File: src/rtl/dac_pkg.sv
// ------------------------------------------------------------------
// dac_pkg: shared DAC-path types, widths and saturating arithmetic
// Revision: 1.0
// ------------------------------------------------------------------
`default_nettype none

package dac_pkg;

  localparam int DAC_DW = 24;
  localparam int DAC_AW = 28;

  // Full scale (+2^(DW-1)) and the integrator clamp limits, held at sum width AW+2
  localparam logic signed [DAC_AW+1:0] DAC_FS =
    {{(DAC_AW+2-DAC_DW){1'b0}}, 1'b1, {(DAC_DW-1){1'b0}}};
  localparam logic signed [DAC_AW+1:0] DAC_SAT_MAX = {3'b000, {(DAC_AW-1){1'b1}}};
  localparam logic signed [DAC_AW+1:0] DAC_SAT_MIN = {3'b111, {(DAC_AW-1){1'b0}}};

  localparam logic [15:0] DAC_DITH_SEED = 16'hACE1;

  typedef enum logic [1:0] {
    ST_IDLE    = 2'b00,
    ST_RUN     = 2'b01,
    ST_RECOVER = 2'b10
  } sdm_state_e;

  function automatic logic signed [DAC_AW-1:0] sat_add(
    input logic signed [DAC_AW+1:0] a,
    input logic signed [DAC_AW+1:0] b
  );
    logic signed [DAC_AW+1:0] s;
    s = a + b;
    if (s > DAC_SAT_MAX)      return DAC_SAT_MAX[DAC_AW-1:0];
    else if (s < DAC_SAT_MIN) return DAC_SAT_MIN[DAC_AW-1:0];
    else                      return s[DAC_AW-1:0];
  endfunction

endpackage

`default_nettype wire

File: src/rtl/sdm2_lfsr_dither.sv
// ------------------------------------------------------------------
// sdm2_lfsr_dither: 16-bit Fibonacci LFSR mapped to a +1/-1 LSB dither
// Revision: 1.0
// ------------------------------------------------------------------
`default_nettype none

module sdm2_lfsr_dither
  import dac_pkg::*;
(
  input  logic              clk_i,
  input  logic              rst_i,
  input  logic              en_i,
  output logic signed [1:0] dith_o
);

  logic [15:0] lfsr_q;
  logic        w_fb;

  // Taps 16,14,13,11 (1-based)
  assign w_fb = lfsr_q[15] ^ lfsr_q[13] ^ lfsr_q[12] ^ lfsr_q[10];

  always_ff @(posedge clk_i) begin
    if (rst_i) begin
      lfsr_q <= DAC_DITH_SEED;
    end else if (en_i) begin
      lfsr_q <= {lfsr_q[14:0], w_fb};
    end
  end

  assign dith_o = lfsr_q[0] ? 2'sb01 : 2'sb11;

endmodule

`default_nettype wire

File: src/rtl/sdm2_bitstream_mod.sv
// ------------------------------------------------------------------
// sdm2_bitstream_mod: 2nd-order 1-bit sigma-delta modulator with
// overload recovery and idle-tone suppression. Option: SDM2_DITHER_EN.
// Revision: 1.0
// ------------------------------------------------------------------
`default_nettype none

module sdm2_bitstream_mod
  import dac_pkg::*;
#(
  parameter int LIMIT   = 1 << 25,
  parameter int OVL_CNT = 4,
  parameter int IDLE_TO = 64
) (
  input  logic                     clock_up,
  input  logic                     rst,
  input  logic signed [DAC_DW-1:0] Data_in,
  input  logic                     in_valid,
  output logic                     dout,
  output logic                     dout_valid,
  output logic                     ovl_pulse,
  output logic [1:0]               state_o
);

  localparam int DW  = DAC_DW;
  localparam int AW  = DAC_AW;
  localparam int OCW = $clog2(OVL_CNT + 1);
  localparam int ICW = $clog2(IDLE_TO + 1);
  localparam logic [OCW-1:0] OVL_LAST  = OCW'(OVL_CNT - 1);
  localparam logic [ICW-1:0] IDLE_LAST = ICW'(IDLE_TO - 1);
  localparam logic [AW:0]    LIMIT_V   = (AW+1)'(LIMIT);

  sdm_state_e             state_q;
  logic signed [AW-1:0]   i1_q, i2_q, i1_d, i2_d;
  logic                   dout_q, dout_valid_q, ovl_pulse_q, rec_q;
  logic [OCW-1:0]         ovl_cnt_q;
  logic [ICW-1:0]         idle_cnt_q;

  logic signed [AW+1:0]   w_x, w_fb;
  logic [AW:0]            w_i2_ext, w_i2_mag;
  logic                   w_accept, w_ovl;

  assign w_accept = in_valid && (state_q != ST_RECOVER);

`ifdef SDM2_DITHER_EN
  logic signed [1:0] w_dith;

  sdm2_lfsr_dither u_dither (
    .clk_i  (clock_up),
    .rst_i  (rst),
    .en_i   (w_accept),
    .dith_o (w_dith)
  );

  assign w_x = (AW+2)'(Data_in) + (AW+2)'(w_dith);
`else
  assign w_x = (AW+2)'(Data_in);
`endif

  // The first sample out of IDLE always sees -FS, whatever the idle toggle left in dout_q
  assign w_fb = (state_q == ST_RUN && dout_q) ? DAC_FS : -DAC_FS;
  assign i1_d = sat_add((AW+2)'(i1_q) + w_x, -w_fb);
  assign i2_d = sat_add((AW+2)'(i2_q) + (AW+2)'(i1_d), -(w_fb <<< 1));

  assign w_i2_ext = {i2_d[AW-1], i2_d};
  assign w_i2_mag = i2_d[AW-1] ? (~w_i2_ext + 1'b1) : w_i2_ext;
  assign w_ovl    = w_i2_mag > LIMIT_V;

  always_ff @(posedge clock_up) begin
    if (rst) begin
      state_q      <= ST_IDLE;
      i1_q         <= '0;
      i2_q         <= '0;
      dout_q       <= 1'b0;
      dout_valid_q <= 1'b0;
      ovl_pulse_q  <= 1'b0;
      rec_q        <= 1'b0;
      ovl_cnt_q    <= '0;
      idle_cnt_q   <= '0;
    end else begin
      ovl_pulse_q <= 1'b0;
      if (w_accept) begin
        i1_q       <= i1_d;
        i2_q       <= i2_d;
        idle_cnt_q <= '0;
        if (w_ovl && ovl_cnt_q == OVL_LAST) begin
          state_q      <= ST_RECOVER;
          ovl_pulse_q  <= 1'b1;
          dout_q       <= 1'b0;
          dout_valid_q <= 1'b0;
          ovl_cnt_q    <= '0;
          rec_q        <= 1'b0;
        end else begin
          state_q      <= ST_RUN;
          dout_q       <= ~i2_d[AW-1];
          dout_valid_q <= 1'b1;
          ovl_cnt_q    <= w_ovl ? ovl_cnt_q + 1'b1 : '0;
        end
      end else begin
        dout_valid_q <= 1'b0;
        case (state_q)
          ST_IDLE: dout_q <= ~dout_q;
          ST_RUN: begin
            if (idle_cnt_q == IDLE_LAST) begin
              state_q    <= ST_IDLE;
              i1_q       <= '0;
              i2_q       <= '0;
              dout_q     <= 1'b0;
              idle_cnt_q <= '0;
              ovl_cnt_q  <= '0;
            end else begin
              idle_cnt_q <= idle_cnt_q + 1'b1;
            end
          end
          ST_RECOVER: begin
            i1_q   <= '0;
            i2_q   <= '0;
            dout_q <= 1'b0;
            rec_q  <= 1'b1;
            if (rec_q) begin
              state_q <= ST_RUN;
              rec_q   <= 1'b0;
            end
          end
          default: state_q <= ST_IDLE;
        endcase
      end
    end
  end

  assign dout       = dout_q;
  assign dout_valid = dout_valid_q;
  assign ovl_pulse  = ovl_pulse_q;
  assign state_o    = state_q;

endmodule

`default_nettype wire
File: config.mk
export PLATFORM = sky130hd
export DESIGN_NAME = sdm2_bitstream_mod
export DESIGN_NICKNAME = d
export VERILOG_FILES = /design/src/rtl/dac_pkg.sv /design/src/rtl/sdm2_lfsr_dither.sv /design/src/rtl/sdm2_bitstream_mod.sv
export SDC_FILE = /design/constraint.sdc
export NUM_CORES = 1
export LEC_CHECK = 0
export CORE_AREA = 3 3 123 125
export CTS_CLUSTER_DIAMETER = 200
export DETAILED_ROUTE_END_ITERATION = 7
export DIE_AREA = 0 0 126 128
export GPL_TIMING_DRIVEN = 0
export PLACE_DENSITY_LB_ADDON = 0.15
export SKIP_CTS_REPAIR_TIMING = 1
export SYNTH_ARGS = -nofsm -noshare
export SYNTH_HDL_FRONTEND = slang
export SYNTH_SLANG_ARGS = --single-unit
export TNS_END_PERCENT = 100
File: constraint.sdc
create_clock -name clock_up -period 25.2 [get_ports clock_up]
set_input_delay 5.04 -clock clock_up [delete_from_list [all_inputs] [get_ports clock_up]]
set_output_delay 5.04 -clock clock_up [all_outputs]
set_load 0.1 [all_outputs]
==> out/results.txt, run 1 <==
outcome: finished, violations left
violated checks: design-rule violations
pin count of the biggest net entering global routing: 14
die boundary height: 128 um
Initial DRT Pass Iterations: 8
number of vias in the routed layout: 10,202
area leader, netlist: sky130_fd_sc_hd__ha_1
worst r2r dst: dout
total of max-cap violations: 0
most instantiated logic cells after routing: sky130_fd_sc_hd__inv_1 (197), sky130_fd_sc_hd__nand2_1 (130), sky130_fd_sc_hd__a21oi_1 (123), sky130_fd_sc_hd__ha_1 (117), sky130_fd_sc_hd__o21ai_0 (116)
XOR/XNOR Area Share: 5.38%
Post-route DRC: 5
total global routing track utilization: 35.3%
netlist area before placement: 9280 um2
number of warnings printed during yosys synthesis: 0
CP most frequent cell: sky130_fd_sc_hd__clkbuf_1
delay of the slowest cell on the worst path: 0.58 ns
Worst Reg2Reg Path Length in Cells: 46
net count after synthesis: 1,486
wire length on met3: 2.63 mm
-- run 1: metal layers --
layer | vias to the layer above | track usage (%)
li1 | 4853 | -
met1 | 4620 | 44.1
met4 | 0 | 17.0
met2 | 597 | 59.5
met5 | - | 0
met3 | 132 | 5.46
-- run 1: cells in the mapped netlist, types with 25 or more instances --
library cell	count
sky130_fd_sc_hd__inv_1	197
sky130_fd_sc_hd__nand2_1	130
sky130_fd_sc_hd__a21oi_1	123
sky130_fd_sc_hd__ha_1	117
sky130_fd_sc_hd__o21ai_0	116
sky130_fd_sc_hd__nor2_1	84
sky130_fd_sc_hd__dfxtp_1	72
sky130_fd_sc_hd__clkbuf_1	46
sky130_fd_sc_hd__xnor2_1	36
sky130_fd_sc_hd__nor3_1	33
sky130_fd_sc_hd__a21o_1	32
sky130_fd_sc_hd__nand3_1	25
-- run 1: flip-flops by register name, indices dropped and copies added, names as in the netlist --
name        flops
idle_cnt_q      7
dout_valid      1
i2_q           28
ovl_pulse       1
dout            1
i1_q           28
ovl_cnt_q       3
rec_q           1
state_o         2
-- run 1: how the worst max path moves through the flow --
stage / end / slack, ns / startpoint
6_report: dout / 8.46 / Data_in[23]
5_1_grt: state_o[0] / 7.91 / Data_in[23]
4_1_cts: dout / 8.79 / Data_in[23]
3_5_place_dp: state_o[0] / 8.52 / Data_in[23]
3_3_place_gp: state_o[1] / 8.57 / Data_in[23]
2_1_floorplan: state_o[0] / 11.60 / Data_in[23]
Figure 1. Metal 3 (run 1).
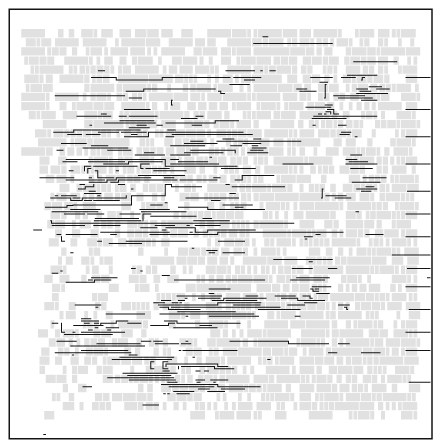
main direction: horizontal
share of all routed wire: 8.9%
total routed wirelength: 29.4 mm
met3 demand-to-capacity share in global routing: 5.46%

Figure 2. Layout detail (run 1).
Window x 43 to 83, y 44 to 84 um. Cells in gray, sequential cells in the stronger gray; small squares are vias.
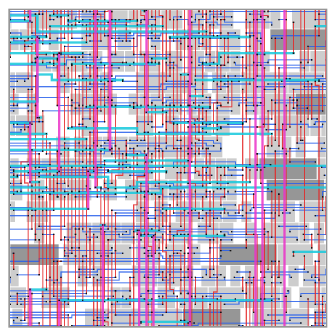
legend:
  cyan:
    layer: met3
  magenta:
    layer: met4
  red:
    layer: met2
  blue:
    layer: met1
sequential cells in the window: 7
most frequent: nand2_1 (22), a21oi_1 (20), inv_1 (19)
netlist names of flops here include: i2_q (7)
cells with their middle in the window: 183

Figure 3. Clock nets (run 1).
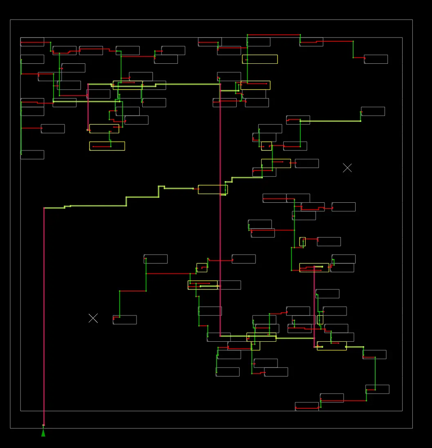
flip-flops: 72
clock buf count: 9

Figure 4. Clock network drawn from the DEF (run 1).
Bar = 50 um.
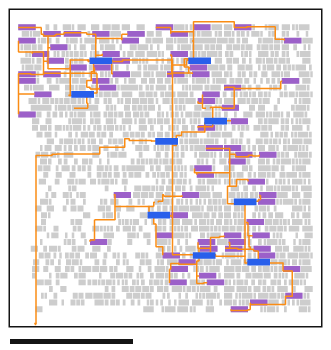
legend:
  orange:
    item: clock wires
    length: 1,120 um
  purple:
    item: flip-flops
    count: 72
  blue:
    item: cells driving clock nets
    count: 9
routed clock nets: 10
Fin Clk Skew: 0.00701 ns
Skew-Pair Late Insertion Delay: 0.35 ns

## Run 2: what changed since run 1
- CORE_AREA: 3 3 123 125 -> 3 3 125 127
- DIE_AREA: 0 0 126 128 -> 0 0 128 130
- clock period: 25.2 -> 17.1 ns (I/O delays scaled with it)
Figure 5. Clock nets (run 2).
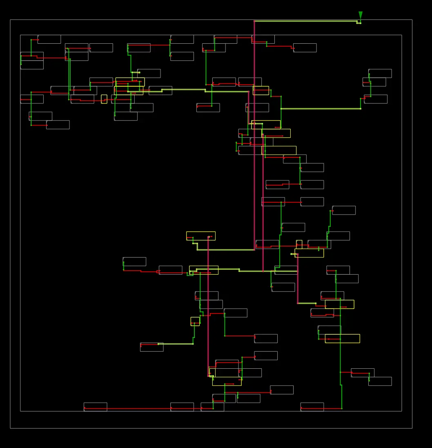
clock buf count: 10
CTS sink count: 72
Fin Clk Skew: 0.0135 ns
total clock buffers created by CTS: 9

Figure 6. Layout detail (run 2).
Window x 44 to 84, y 45 to 85 um. Cells in gray, sequential cells in the stronger gray; small squares are vias.
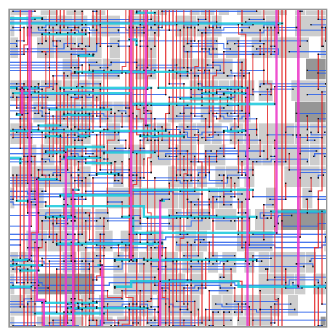
legend:
  red:
    layer: met2
  cyan:
    layer: met3
  blue:
    layer: met1
  magenta:
    layer: met4
most frequent: nand2_1 (21), a21oi_1 (19), inv_1 (18)
cells with their middle in the window: 169
sequential cells in the window: 3
netlist names of flops here include: i2_q (3)

==> run 2 against run 1 <==
Net effect: the run now ends clean; area after synthesis did not move; core utilization is 2.7 points lower; non-clock buffer count is the same; sequential cell count unchanged; synthesized cell count unchanged; final cell count grew 0.26%; register-to-register slack got worse by 8.1 ns; sequential share of layout area is essentially flat; die area grew 3.2%.
==> out/results.txt, run 2 <==
outcome: finished, final reports clean
netlist area before placement: 9280 um2
cell count in the Yosys report: 1,341
CTS tree: done
highest fanout seen on the critical path: 10
most frequent cells after synthesis: sky130_fd_sc_hd__inv_1 (197), sky130_fd_sc_hd__nand2_1 (130), sky130_fd_sc_hd__a21oi_1 (123), sky130_fd_sc_hd__ha_1 (117), sky130_fd_sc_hd__o21ai_0 (116)
CP most frequent cell: sky130_fd_sc_hd__clkbuf_1
number of vias in the routed layout: 10,012
total routed wirelength: 28.1 mm
total of max-cap violations: 0
synthesis-to-layout area growth: 9.29%
sequential-to-total area share from yosys stat: 15.5%
data arrival time of the critical path: 15.31 ns
global-route congestion overflow total: 0
Cell Count, Final, Fillers Out: 1,572
timing-limited maximum frequency: 66.4 MHz
area of the core region: 14,500 um2
most common cell after layout, fill and taps aside: sky130_fd_sc_hd__inv_1
Data required, critical path: 17.36 ns
most instantiated logic cells after routing: sky130_fd_sc_hd__inv_1 (197), sky130_fd_sc_hd__nand2_1 (130), sky130_fd_sc_hd__a21oi_1 (123), sky130_fd_sc_hd__ha_1 (117), sky130_fd_sc_hd__o21ai_0 (116)
worst-path cell with the longest stage delay: sky130_fd_sc_hd__nor2_1
delay of the slowest cell on the worst path: 0.61 ns
Initial DRT Pass Iterations: 6
leading register cell type out of synthesis: sky130_fd_sc_hd__dfxtp_1
area enclosed by the die boundary: 16,600 um2
Top Registers: i1_q x28, i2_q x28, idle_cnt_q x7
share of async-settable or async-resettable flops after synthesis: 0%
setup repair after global routing missed its margin: false
die boundary height: 130 um
post-synth area from yosys stat: 9280 um2
net count after synthesis: 1,486
Detail Placement HPWL: 22.2 mm
Hold Violations, Final: 0
Post-route DRC: 0
post-layout period usage of the worst path: 88.0%
category of the worst setup path launch point: primary input
area leader, netlist: sky130_fd_sc_hd__ha_1
number of antenna violations at the first check in global routing: 0
area used by sequential logic in the layout: 1440 um2
pin count of the biggest net entering global routing: 13
total of buffers placed on input and output ports: 31
worst hold-check path type: reg2reg
dominant cell by count in the synthesized netlist: sky130_fd_sc_hd__inv_1
Skew-Pair Late Insertion Delay: 0.35 ns
number of warnings printed during yosys synthesis: 0
share of cells above drive strength 1: 3.96%
total global routing track utilization: 33.2%
detailed router's first-iteration violation count: 1,184
[run 2: cell families after synthesis]
kind of cell | count (synthesis) | synth area share, %
simple gates | 381 | 19.9
xor+xnor | 57 | 5.38
mux | 6 | 0.647
buf+inv | 262 | 11.0
compound gates | 445 | 31.5
fa+ha+maj | 118 | 16.0
flops | 72 | 15.5
[run 2: path summary, 6_finish.rpt]
path          startpoint  slack [ns]    endpoint  cells after the start
max          Data_in[23]        2.05  state_o[0]                     43
min             i2_q[13]        0.45    i2_q[13]                      2
max reg2reg   state_o[1]        4.38  state_o[0]                     46
min reg2reg     i2_q[13]        0.45    i2_q[13]                      2
[run 2: final cells by class]
cell class,instances,share of cell area [%]
plain buffers,65,2.79
clock buffers,10,2.36
clock inverters,6,0.815
inverters,197,7.29
multi-input cells,1007,67.2
flip-flops and latches,72,14.2
well taps,184,2.27
repair buffers,31,3.06
[run 2: worst max-delay path: cells and delay by family]
family / cells / cell delay, ns
AND-OR/OR-AND: 15 / 4.21
XOR/XNOR: 1 / 0.36
adder cells (fa/ha/maj): 5 / 1.56
buffers and inverters: 8 / 2.65
AND/OR/NAND/NOR: 14 / 3.12
[run 2: layer usage]
layer  track usage [%]  share of wire (%)  up-vias
met5                 0                  0        -
met4              15.9                4.3        0
met3              4.13                9.0       89
met2              54.3                 44      568
met1              43.6                 43     4502
li1                  -                  -     4853
